==> src/rtl/multicycle_ctrl_pkg.sv <==
// rtl/multicycle_ctrl_pkg.sv - shared encodings for the multicycle RISC-V control unit
package multicycle_ctrl_pkg;

    typedef enum logic [3:0] {
        S_FETCH    = 4'd0,
        S_DECODE   = 4'd1,
        S_MEMADR   = 4'd2,
        S_MEMREAD  = 4'd3,
        S_MEMWB    = 4'd4,
        S_MEMWRITE = 4'd5,
        S_EXECR    = 4'd6,
        S_EXECI    = 4'd7,
        S_ALUWB    = 4'd8,
        S_BRANCH   = 4'd9,
        S_JAL      = 4'd10,
        S_JALR1    = 4'd11,
        S_JALR2    = 4'd12,
        S_TRAP     = 4'd13
    } state_t;

    localparam logic [2:0] ALU_ADD = 3'b000;
    localparam logic [2:0] ALU_SUB = 3'b001;
    localparam logic [2:0] ALU_AND = 3'b010;
    localparam logic [2:0] ALU_OR  = 3'b011;
    localparam logic [2:0] ALU_XOR = 3'b100;
    localparam logic [2:0] ALU_SLT = 3'b101;

    localparam logic [1:0] SRCA_PC    = 2'b00;
    localparam logic [1:0] SRCA_OLDPC = 2'b01;
    localparam logic [1:0] SRCA_RS1   = 2'b10;

    localparam logic [1:0] SRCB_RS2  = 2'b00;
    localparam logic [1:0] SRCB_IMM  = 2'b01;
    localparam logic [1:0] SRCB_FOUR = 2'b10;

    localparam logic [1:0] RES_ALUOUT    = 2'b00;
    localparam logic [1:0] RES_MEMDATA   = 2'b01;
    localparam logic [1:0] RES_ALURESULT = 2'b10;

    localparam logic [1:0] IMM_I = 2'b00;
    localparam logic [1:0] IMM_S = 2'b01;
    localparam logic [1:0] IMM_B = 2'b10;
    localparam logic [1:0] IMM_J = 2'b11;

    localparam logic [6:0] OP_LOAD   = 7'b0000011;
    localparam logic [6:0] OP_STORE  = 7'b0100011;
    localparam logic [6:0] OP_RTYPE  = 7'b0110011;
    localparam logic [6:0] OP_ITYPE  = 7'b0010011;
    localparam logic [6:0] OP_BRANCH = 7'b1100011;
    localparam logic [6:0] OP_JAL    = 7'b1101111;
    localparam logic [6:0] OP_JALR   = 7'b1100111;

    // Immediate format is a pure function of the opcode, independent of state.
    function automatic logic [1:0] imm_src_of(input logic [6:0] op);
        case (op)
            OP_STORE:  return IMM_S;
            OP_BRANCH: return IMM_B;
            OP_JAL:    return IMM_J;
            default:   return IMM_I;
        endcase
    endfunction

endpackage

==> src/rtl/alu_decoder.sv <==
// rtl/alu_decoder.sv - funct3/funct7 to ALU operation decode with unsupported-funct flag
module alu_decoder
    import multicycle_ctrl_pkg::*;
(
    input  logic [2:0] funct3,
    input  logic       funct7b5,
    input  logic       is_rtype,
    output logic [2:0] alu_control,
    output logic       bad_funct
);

    // funct3 codes outside the decoded set raise bad_funct so the FSM traps.
    always_comb begin
        alu_control = ALU_ADD;
        bad_funct   = 1'b0;
        case (funct3)
            3'b000:  alu_control = (is_rtype && funct7b5) ? ALU_SUB : ALU_ADD;
            3'b010:  alu_control = ALU_SLT;
            3'b100:  alu_control = ALU_XOR;
            3'b110:  alu_control = ALU_OR;
            3'b111:  alu_control = ALU_AND;
            default: bad_funct   = 1'b1;
        endcase
    end

endmodule

==> src/rtl/multicycle_ctrl.sv <==
// rtl/multicycle_ctrl.sv - Moore FSM controller for a multicycle RV32I subset datapath
module multicycle_ctrl
    import multicycle_ctrl_pkg::*;
(
    input  logic       clk,
    input  logic       reset,
    input  logic [6:0] op,
    input  logic [2:0] funct3,
    input  logic       funct7b5,
    input  logic       Zero,
    input  logic       ALUR31,
    input  logic       mem_ready,
    output logic       PCWrite,
    output logic       IRWrite,
    output logic       RegWrite,
    output logic       MemWrite,
    output logic       AdrSrc,
    output logic       jalr,
    output logic       illegal,
    output logic [1:0] ALUSrcA,
    output logic [1:0] ALUSrcB,
    output logic [1:0] ResultSrc,
    output logic [1:0] ImmSrc,
    output logic [2:0] ALUControl
);

    state_t     r_state;
    state_t     w_next_state;

    logic       w_is_rtype;
    logic [2:0] w_dec_alu;
    logic       w_bad_funct;
    logic       w_take;
    logic       w_bad_branch;

    logic       w_pcwrite;
    logic       w_irwrite;
    logic       w_regwrite;
    logic       w_memwrite;
    logic       w_adrsrc;
    logic       w_jalr;
    logic       w_illegal;
    logic [1:0] w_alusrca;
    logic [1:0] w_alusrcb;
    logic [1:0] w_resultsrc;
    logic [2:0] w_alucontrol;

    // funct7b5 only selects subtract for register-register ops; immediates ignore it.
    assign w_is_rtype = (r_state == S_EXECR);

    alu_decoder u_alu_decoder (
        .funct3      (funct3),
        .funct7b5    (funct7b5),
        .is_rtype    (w_is_rtype),
        .alu_control (w_dec_alu),
        .bad_funct   (w_bad_funct)
    );

    // Branch condition from the subtract result flags; unsupported conditions trap.
    always_comb begin
        w_take       = 1'b0;
        w_bad_branch = 1'b0;
        case (funct3)
            3'b000:  w_take = Zero;
            3'b001:  w_take = ~Zero;
            3'b100:  w_take = ALUR31;
            3'b101:  w_take = ~ALUR31;
            default: w_bad_branch = 1'b1;
        endcase
    end

    // State register; reset returns to FETCH without waiting for a clock edge.
    always_ff @(posedge clk or posedge reset) begin
        if (reset) begin
            r_state <= S_FETCH;
        end else begin
            r_state <= w_next_state;
        end
    end

    // Next state and Moore outputs; anything a state does not mention stays at zero.
    always_comb begin
        w_next_state = r_state;
        w_pcwrite    = 1'b0;
        w_irwrite    = 1'b0;
        w_regwrite   = 1'b0;
        w_memwrite   = 1'b0;
        w_adrsrc     = 1'b0;
        w_jalr       = 1'b0;
        w_illegal    = 1'b0;
        w_alusrca    = SRCA_PC;
        w_alusrcb    = SRCB_RS2;
        w_resultsrc  = RES_ALUOUT;
        w_alucontrol = ALU_ADD;
        case (r_state)
            S_FETCH: begin
                w_alusrca   = SRCA_PC;
                w_alusrcb   = SRCB_FOUR;
                w_resultsrc = RES_ALURESULT;
                w_irwrite   = mem_ready;
                w_pcwrite   = mem_ready;
                if (mem_ready) begin
                    w_next_state = S_DECODE;
                end
            end
            S_DECODE: begin
                w_alusrca = SRCA_OLDPC;
                w_alusrcb = SRCB_IMM;
                case (op)
                    OP_LOAD, OP_STORE: w_next_state = S_MEMADR;
                    OP_RTYPE:          w_next_state = S_EXECR;
                    OP_ITYPE:          w_next_state = S_EXECI;
                    OP_BRANCH:         w_next_state = S_BRANCH;
                    OP_JAL:            w_next_state = S_JAL;
                    OP_JALR:           w_next_state = S_JALR1;
                    default:           w_next_state = S_TRAP;
                endcase
            end
            S_MEMADR: begin
                w_alusrca    = SRCA_RS1;
                w_alusrcb    = SRCB_IMM;
                w_next_state = op[5] ? S_MEMWRITE : S_MEMREAD;
            end
            S_MEMREAD: begin
                w_adrsrc    = 1'b1;
                w_resultsrc = RES_ALUOUT;
                if (mem_ready) begin
                    w_next_state = S_MEMWB;
                end
            end
            S_MEMWB: begin
                w_resultsrc  = RES_MEMDATA;
                w_regwrite   = 1'b1;
                w_next_state = S_FETCH;
            end
            S_MEMWRITE: begin
                w_adrsrc    = 1'b1;
                w_resultsrc = RES_ALUOUT;
                w_memwrite  = 1'b1;
                if (mem_ready) begin
                    w_next_state = S_FETCH;
                end
            end
            S_EXECR: begin
                w_alusrca    = SRCA_RS1;
                w_alusrcb    = SRCB_RS2;
                w_alucontrol = w_dec_alu;
                w_next_state = w_bad_funct ? S_TRAP : S_ALUWB;
            end
            S_EXECI: begin
                w_alusrca    = SRCA_RS1;
                w_alusrcb    = SRCB_IMM;
                w_alucontrol = w_dec_alu;
                w_next_state = w_bad_funct ? S_TRAP : S_ALUWB;
            end
            S_ALUWB: begin
                w_resultsrc  = RES_ALUOUT;
                w_regwrite   = 1'b1;
                w_next_state = S_FETCH;
            end
            S_BRANCH: begin
                w_alusrca    = SRCA_RS1;
                w_alusrcb    = SRCB_RS2;
                w_alucontrol = ALU_SUB;
                w_resultsrc  = RES_ALUOUT;
                w_pcwrite    = w_take & ~w_bad_branch;
                w_next_state = w_bad_branch ? S_TRAP : S_FETCH;
            end
            S_JAL: begin
                w_alusrca    = SRCA_OLDPC;
                w_alusrcb    = SRCB_FOUR;
                w_resultsrc  = RES_ALUOUT;
                w_pcwrite    = 1'b1;
                w_next_state = S_ALUWB;
            end
            S_JALR1: begin
                w_alusrca    = SRCA_RS1;
                w_alusrcb    = SRCB_IMM;
                w_next_state = S_JALR2;
            end
            S_JALR2: begin
                w_alusrca    = SRCA_OLDPC;
                w_alusrcb    = SRCB_FOUR;
                w_resultsrc  = RES_ALUOUT;
                w_pcwrite    = 1'b1;
                w_jalr       = 1'b1;
                w_next_state = S_ALUWB;
            end
            S_TRAP: begin
                w_illegal    = 1'b1;
                w_next_state = S_TRAP;
            end
            default: begin
                w_next_state = S_FETCH;
            end
        endcase
    end

    // Write enables are masked by reset so an interrupted access never commits.
    assign PCWrite    = w_pcwrite  & ~reset;
    assign IRWrite    = w_irwrite  & ~reset;
    assign RegWrite   = w_regwrite & ~reset;
    assign MemWrite   = w_memwrite & ~reset;
    assign AdrSrc     = w_adrsrc;
    assign jalr       = w_jalr;
    assign illegal    = w_illegal;
    assign ALUSrcA    = w_alusrca;
    assign ALUSrcB    = w_alusrcb;
    assign ResultSrc  = w_resultsrc;
    assign ALUControl = w_alucontrol;
    assign ImmSrc     = imm_src_of(op);

endmodule

==> config.mk <==
export PLATFORM = sky130hd
export DESIGN_NAME = multicycle_ctrl
export DESIGN_NICKNAME = d
export VERILOG_FILES = /design/src/rtl/multicycle_ctrl_pkg.sv /design/src/rtl/alu_decoder.sv /design/src/rtl/multicycle_ctrl.sv
export SDC_FILE = /design/constraint.sdc
export NUM_CORES = 1
export LEC_CHECK = 0
export CAP_MARGIN = 10
export CORE_UTILIZATION = 40
export CTS_CLUSTER_DIAMETER = 100
export CTS_CLUSTER_SIZE = 10
export DETAILED_ROUTE_END_ITERATION = 10
export MAX_ROUTING_LAYER = met4
export PLACE_DENSITY = 0.84
export SLEW_MARGIN = 10
export SYNTH_ARGS = -nofsm -noshare
export SYNTH_HDL_FRONTEND = slang
export SYNTH_SLANG_ARGS = --single-unit
==> constraint.sdc <==
create_clock -name clk -period 1.9 [get_ports clk]
set_input_delay 0.38 -clock clk [delete_from_list [all_inputs] [get_ports clk]]
set_output_delay 0.38 -clock clk [all_outputs]
set_load 0.03 [all_outputs]
==> impl_metrics.py <==
# Flow results
metrics = {
    "global_route": {
        "antenna_found_initial": 0,
        "grt_first_pass_wirelength_um": 4040,
        "grt_usage": 0.277,
    },
    "worst_setup_path": {
        "r2r_cells": 5,
        "worstSetupPathType": "register to output port",
    },
    "detailed_routing": {
        "drt_iter0_drc": 31,
        "wl_um": 3080,
        "m1WireLength_um": 1160,
        "topRoutingLayerUsed": "met4",
        "vias": 1161,
        "drc": 0,
        "routedWlPerCell_um": 15.6,
    },
    "final_timing": {
        "finalWorstSetupSlack_ps": -109,
        "finalHoldViolations": 0,
        "worst_pin_slew_ps": 344,
        "setup_viol": 3,
    },
    "yosys": {
        "top_cell_area_share": 0.130,
        "syn_area_um2": 768,
        "syn-instance-count": 112,
        "synthFlopType": "dfrtp_1",
        "yosys-top-cells-count": "16 x nor2_1, 15 x nand2_1, 8 x nor3_1",
        "synth_cell_type_count": 44,
        "ys_warn_count": 0,
        "area_leaders": "dfrtp_1 13%, nor2_1 7.8%, nand2_1 7.3%",
        "synth-edff-count": 0,
        "ys_ff": 4,
    },
    "place": {
        "gp_congestion": 0.838,
        "place_area_um2": 1240,
    },
    "flow_run": {
        "log.warning_count": 29,
        "maxCapViolCount": 0,
    },
    "min_path": {
        "hold_class": "input port to async pin",
    },
    "run_status": {
        "status": "complete, but fails checks",
        "violations": "setup timing",
    },
    "clock_network": {
        "cts_max_level": 1,
        "cts_tree": "yes",
    },
    "layout": {
        "top_regs": "r_state x4",
        "nets": 190,
        "top_register": "r_state",
    },
    "floorplan": {
        "fp_util": 0.435,
        "core_um2": 1760,
    },
    "power_and_ir_drop": {
        "p_leak_uw": 0.000676,
    },
}
## logic make-up after synthesis
family                    share of synthesized area
AOI/OAI and AO/OA                             0.311
xor gates and xnor gates                     0.0456
buffers and inverters                        0.0798
DFF                                           0.130
muxes                                        0.0554
and+or+nand+nor                               0.378
## layout make-up
cell class	count	area [um2]
clock buffers	3	22.5
fillers	127	287
inverters	4	22.5
multi-input cells	97	727
flip-flops and latches	4	100
well taps	25	31.3
repair buffers	64	574
## critical path: stages (launching register included)
cell and delay (ps):
dfrtp_1 400, nand2_2 80, or3_4 350, o32a_1 330, nor2_4 90, buf_6 130
## power breakdown
| part | switching [uW] | total [uW] | internal (uW) |
|---|---|---|---|
| logic | 772 | 1450 | 678 |
| clock network | 42.4 | 114 | 71.2 |
| registers | 28.4 | 141 | 112 |
| total | 842 | 1700 | 861 |
## what timing repair did
action                     in CTS  in global routing
setup buffers                   3                  8
setup endpoints to repair       6                 11
resized                        15                 26
pin swaps                       5                  6
## final timing paths
| kind | startpoint | endpoint |
|---|---|---|
| max | r_state[0] | PCWrite |
| min | reset | r_state[3] |
| max reg2reg | r_state[2] | r_state[2] |
| min reg2reg | r_state[1] | r_state[2] |
| max in group asynchronous | reset | r_state[1] |
| min in group clk | op[3] | r_state[1] |
## layer usage
| metal | vias to the layer above | GRT usage |
|---|---|---|
| li1 | 540 | - |
| met3 | 10 | 0.0595 |
| met4 | 0 | 0.141 |
| met5 | - | - |
| met1 | 554 | 0.286 |
| met2 | 57 | 0.489 |
## through the flow
step	setup TNS, ps	setup WS [ps]	total power, uW	instances
2_1_floorplan	-206	-188	879	112
3_3_place_gp	-420	-205	1200	183
3_5_place_dp	-549	-242	1230	183
4_1_cts	-254	-114	1410	189
5_1_grt	-409	-147	1800	197
6_report	-159	-109	1700	197
### Cells by drive strength

Bar = 10 um.
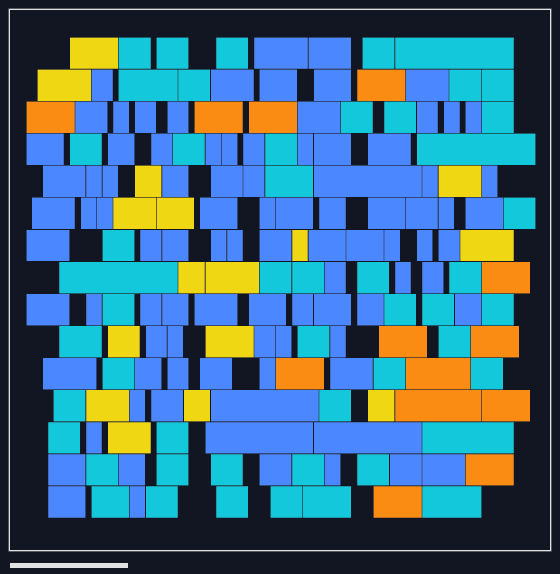
| size | colour | cells |
|---|---|---|
| drive 2 | yellow | 16 |
| drive 3 to 4 | cyan | 50 |
| drive 6 and up | orange | 13 |
| drive 1 or less | blue | 93 |
layout overhead on the synthesized area: 92.3%
setup ws final: -109 ps
bufs w/o clock: 64
design area: 1480 um2

### Cells coloured by class

Bar = 10 um.
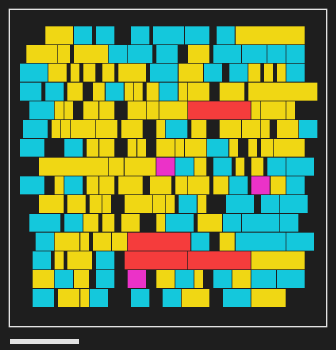
| class | colour | cells |
|---|---|---|
| other buffers and delay cells | cyan | 64 |
| flip-flops | red | 4 |
| all other logic | yellow | 101 |
| cells driving clock nets | magenta | 3 |

### Clock wires, drivers and flops

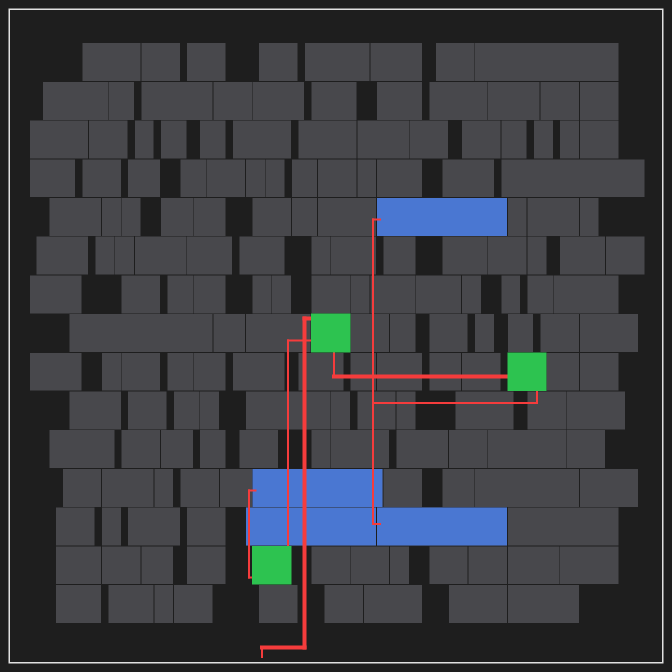
[flip-flops] blue | count: 4
[cells driving clock nets] green | count: 3
[clock wires] red | length: 110 um
routed clock nets: 4
clock skew: 13.0 ps
clock power share: 0.067
worst skew pair latency: 250 ps
Power Clock: 114 uW

### The clock network

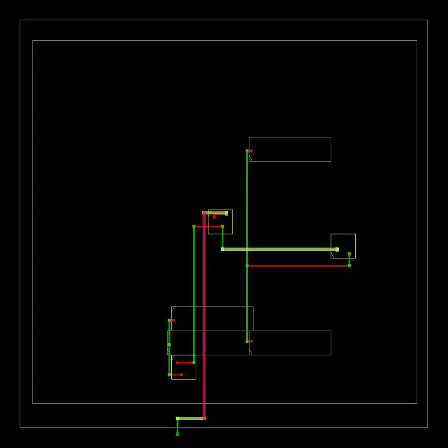
clock sink count: 4
TritonCTS buffer count: 3
number of clock buffers in the layout: 3

### Ports around the boundary

Pins as bars across the die edge, other pins in grey.
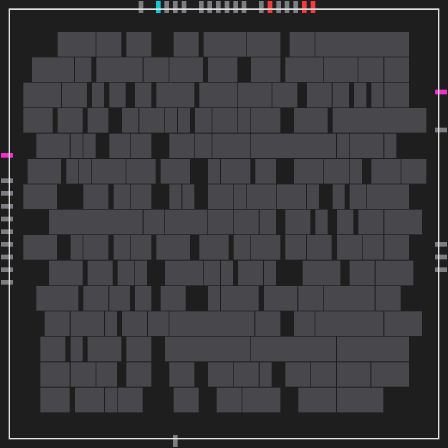
| port | colour | pins | direction | edge |
|---|---|---|---|---|
| `ALUControl` | red | 3 | output | top |
| `ALUSrcB` | magenta | 2 | output | 1 left, 1 right |
| `jalr` | cyan | 1 | output | top |
all pins by edge: 18 top, 10 left, 5 right, 1 bottom
Die Wd: 45.8 um
Die Span Y: 45.8 um
IO Port Bufs: 33

Power is estimated from default activity; no workload was simulated.
